Design nexthop_scan_ctrl, sky130hd; sources not shown.
Fig. 1: run 1, metal 3
Bar = 20 um.
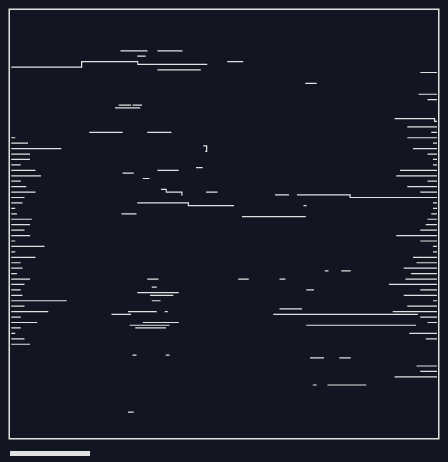
share of all routed wire: 5.2%
wire length on this layer: 729 um
longest straight run: 35.9 um
via count: 4,907
met3 usage: 0.0444
routed wire length: 14,100 um

Fig. 2: run 1, cells colored by class
Fill, decap, tap and diode cells in gray.
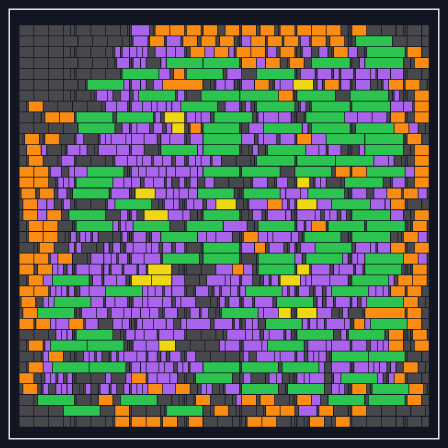
| class | color | cells | share of their area |
|---|---|---|---|
| combinational and other logic | purple | 460 | 39% |
| clock drivers and dummy loads | yellow | 16 | 2.8% |
| other buffers and delay cells | orange | 148 | 21% |
| flops | green | 108 | 38% |
Finished Cell Area: 7480 sq um
Core Area: 10,300 sq um
Seq/total area: 0.367

Fig. 3: run 1, metal 2
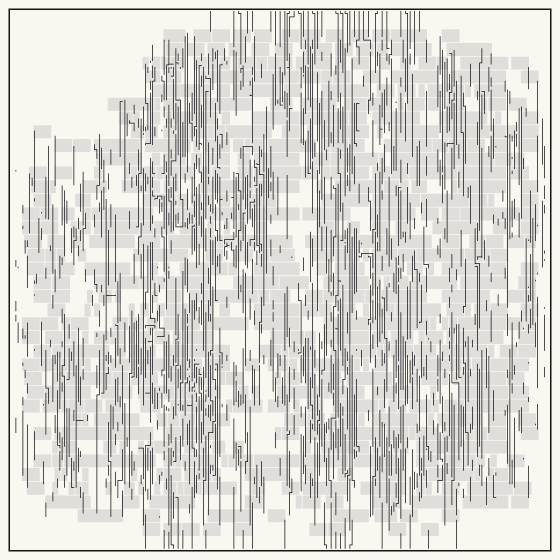
main direction: vertical
longest straight run: 56.1 um
share of all routed wire: 50%
nets with wire on the layer: 740
wire length on this layer: 7,070 um
met2 global-route usage: 0.422

==> results_slide.txt, run 1 <==
Flow Results at a Glance

Final timing
  – Final Hold Vio Count: 0
  – Fmax: between 150 and 200 MHz
  – Final-report setup violation count: 0
  – Period minus WS final: approximately 5.1 ns
  – Period Utilization, post-route: 0.545

Detailed routing
  – TritonRoute pass-1 iters: 5

Clock tree
  – Post-CTS sizing: 0
  – Post-CTS setup buffer count: 0
  – Hold Buf Count CTS: 0
  – Root buf cell: clkbuf_8
  – Number of buffers created by CTS: 9
  – Clk buf depth: 2

Place
  – Setup WS pre-CTS: just over 4 ns
  – Placed insts: between 800 and 900
  – Routability-driven placement congestion ratio: ~0.92

Cells and area
  – Most frequent logic cell in the layout: clkdlybuf4s50_1

Synth
  – Mapped Area: roughly 5700 sq um
  – Top_reg_cell synth: dfrtp_1
  – Register share after synthesis: 0.478
  – Asr flop ratio synth: 1.00
  – Synth warn: 0
  – Yosys stat area: 5740 sq um

Die
  – Die Height: between 100 and 150 um

Critical path
  – Reg2reg path depth: 14
  – Crit. End Element: primary output

Global routing
  – Initial antenna violation count: 0

Outcome
  – Outcome: complete, no violations

Min path
  – Hold Crit Class: reg -> reg
run 1: report_power, final:
part	total [mW]	switching (mW)	internal, mW	leakage, nW
clock	0.291	0.183	0.108	0.102
combinational	0.657	0.363	0.294	1.94
sequential	0.696	0.103	0.593	1.36
total	1.64	0.649	0.995	3.40
run 1: synth_stat cells (3+ instances only):
cell      instances  area (sq um)
clkbuf_1         19          71.3
or4b_2            3          30.0
mux2i_1          35           350
o22ai_1          18           113
o211ai_1          4          30.0
a31oi_1           4          25.0
or2_2             3          18.8
buf_6             4          45.0
dfrtp_1          76          1900
ha_1             21           263
nor3_1           13          65.1
o22a_1           16           140
nand3_1           9          45.0
and2_1           12          75.1
inv_1            40           150
a211oi_1          3          22.5
xor2_1           11          96.3
or3_1             3          18.8
a22o_1            3          26.3
nand3b_1          3          22.5
nand2_1         103           387
nor2b_1           9          56.3
nand4_1           9          56.3
o21ai_0          27           135
xnor2_1          13           114
nor4_1           17           106
or4_1             4          30.0
a21oi_1          14          70.1
dfstp_2          32           841
nand2b_1          6          37.5
nor2_1           26          97.6
run 1: layer usage:
layer,share of wire,track usage,up-vias
li1,-,-,2355
met4,0.018,0.0816,0
met1,0.43,0.311,2363
met3,0.052,0.0444,24
met2,0.50,0.422,165
met5,0,0,-
run 1: cell type report:
class,instances,area (sq um),area share
clock buffer,9,124,0.0166
clock inverter,7,78.8,0.0105
inverter,41,154,0.0206
multi-input combinational,419,2710,0.362
sequential,108,2740,0.367
tap,136,170,0.0228
timing repair buffer,148,1500,0.201
run 1: logic make-up (layout without fill, tap and decap cells):
family	Yosys count	in the layout	share of synthesized area
xor+xnor	24	24	0.0366
simple gates	227	227	0.193
buf+inv	68	205	0.0510
fa+ha+maj	21	21	0.0458
mux	37	37	0.0650
flops	108	108	0.478
compound gates	110	110	0.131
run 1: worst min-delay path, delay by kind of cell, from the launching register on:
family	cells	cell delay (ns)
buffers and inverters	1	0.04
muxes	1	0.06
DFF	1	0.38
run 1: stage by stage:
step / cell area (sq um) / utilization
after floorplan: 5740 / -
after global placement: 7220 / 0.700
after detailed placement: 7220 / 0.700
after CTS: 7420 / 0.719
after global routing: 7480 / 0.725
final: 7480 / 0.725
==> inputs of run 2 (changes only) <==
Settings changed: CORE_UTILIZATION 54 to 50, PLACE_DENSITY 0.86 to 0.81.
Clock period 9.3 ns to 4.7 ns, I/O delays scaled along.
Fig. 4: run 2, cells colored by class
Fill, decap, tap and diode cells in gray.
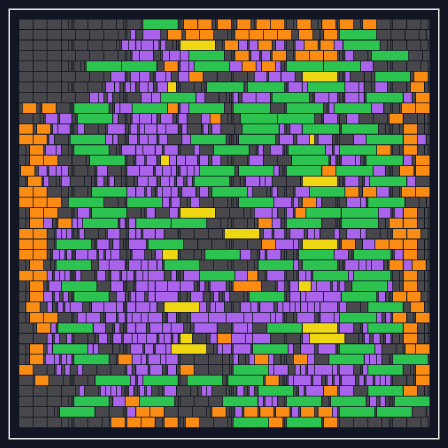
| class | color | cells | share of their area |
|---|---|---|---|
| other buffers and delay cells | orange | 146 | 20% |
| clock drivers and dummy loads | yellow | 16 | 4.0% |
| combinational and other logic | purple | 460 | 39% |
| flops | green | 108 | 37% |
final cell utilization of the core: 0.666
Seq/total area: 0.364
Core Area: 11,300 sq um

Fig. 5: run 2, cell placement
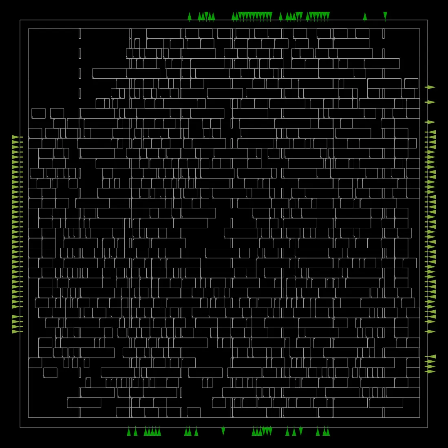
flop count: 108
Filler Cells Inserted: 903
FP Rows: 39
Final Non-Filler Cells: 873
Tap Count: 143

==> run 2 against run 1 <==
Combinational power increased by 93%. Synthesized cell count is the same. Sequential share of layout area fell by 0.29 points. Register-to-register slack got worse by 4.4 ns. Sequential power is 98% higher. First-iteration DRC count fell by 6.9%. Utilization is 5.9 points lower. Cell area rose by 0.79%. Largest cell class unchanged. Clock skew down 0.0046 ns. Flip-flop count unchanged.
==> results_slide.txt, run 2 <==
Flow Results at a Glance

Critical path
  – Reg2reg path depth: 14 (unchanged)

Synth
  – Yosys stat area: 5740 sq um (unchanged)
  – Asr flop ratio synth: 1.00 (unchanged)
  – Synth warn: 0 (unchanged)
  – Register share after synthesis: 0.478 (unchanged)
  – Top cells by count, synth: nand2_1, dfrtp_1, inv_1
  – Mapped Area: 5740 sq um (unchanged)

Cells and area
  – Logic area: 2710 sq um (unchanged)
  – Sequential Area: 2740 sq um (unchanged)
  – Most frequent logic cell in the layout: clkdlybuf4s50_1

Pwr
  – Clk pwr share: 0.223 (+0.046)
  – Logic pwr share: 0.373 (-0.027)
  – Switching pwr: 1.26 mW (+94%)

Final timing
  – Fmax: between 200 and 300 MHz
  – Final Hold Vio Count: 0 (unchanged)
  – Final-report setup violation count: 0 (unchanged)

Outcome
  – Outcome: complete, no violations

Clock tree
  – Number of buffers created by CTS: 9 (unchanged)
  – Post-CTS setup buffer count: 0 (unchanged)
  – Hold Buf Count CTS: 0 (unchanged)

Detailed routing
  – TritonRoute pass-1 iters: 6 (+1)

Die
  – Die Height: 111 um (+3.8%)

Min path
  – Hold Crit Class: reg -> reg

Place
  – Routability-driven placement congestion ratio: 0.916 (about the same)
[run 2: cell counts after synthesis]
Identical to the previous run, type by type.
[run 2: logic make-up (layout without fill, tap and decap cells)]
kind of cell / after synthesis / after routing / synth area share
flops: 108 / 108 / 0.478
compound gates: 110 / 110 / 0.131
xor+xnor: 24 / 24 / 0.0366
buf+inv: 68 / 203 / 0.0510
mux: 37 / 37 / 0.0650
fa+ha+maj: 21 / 21 / 0.0458
simple gates: 227 / 227 / 0.193
[run 2: routing by layer]
layer	vias up	GRT usage	share of wire
li1	2358	-	-
met1	2329	0.313	0.45
met2	173	0.383	0.48
met3	21	0.0290	0.047
met4	0	0.0914	0.019
met5	-	0	0
[run 2: worst max-delay path, cell delays in order, from the launching register on]
cell	delay (ns)
dfrtp_1	0.48
or4_4	0.59
or4b_1	0.56
o21ai_1	0.17
a31oi_1	0.14
or2_2	0.33
nor3_1	0.14
ha_1	0.27
a21oi_1	0.15
nor2_1	0.07
o31ai_1	0.12
a31oi_1	0.12
a21oi_4	0.22
buf_12	0.27
mux2i_1	0.24
[run 2: stage by stage]
| stage | util | instances | worst slack [ns] | power [mW] | instance area (sq um) |
|---|---|---|---|---|---|
| after detailed placement | 0.640 | 857 | 0.523 | 2.66 | 7240 |
| final | 0.666 | 873 | 0.732 | 3.40 | 7540 |
| after CTS | 0.666 | 873 | 0.728 | 3.41 | 7540 |
| after floorplan | - | 595 | 1.15 | 2.26 | 5740 |
| after global placement | 0.640 | 857 | 0.717 | 2.59 | 7240 |
| after global routing | 0.666 | 873 | 0.468 | 3.63 | 7540 |
[run 2: layout make-up]
cell class	instances	share of cell area
flip-flops and latches	108	0.364
multi-input cells	419	0.359
repair buffers	146	0.194
clock buffers	11	0.0337
well taps	143	0.0237
inverters	41	0.0204
clock inverters	5	0.00548
[run 2: power groups by stage]
stage	registers, mW	clock network [mW]	logic [mW]
after detailed placement	1.39	0	1.26
after CTS	1.38	0.764	1.27
final	1.38	0.757	1.27
after floorplan	1.35	0	0.909
after global placement	1.38	0	1.22
after global routing	1.41	0.797	1.42
Power and IR drop assume default switching activity.
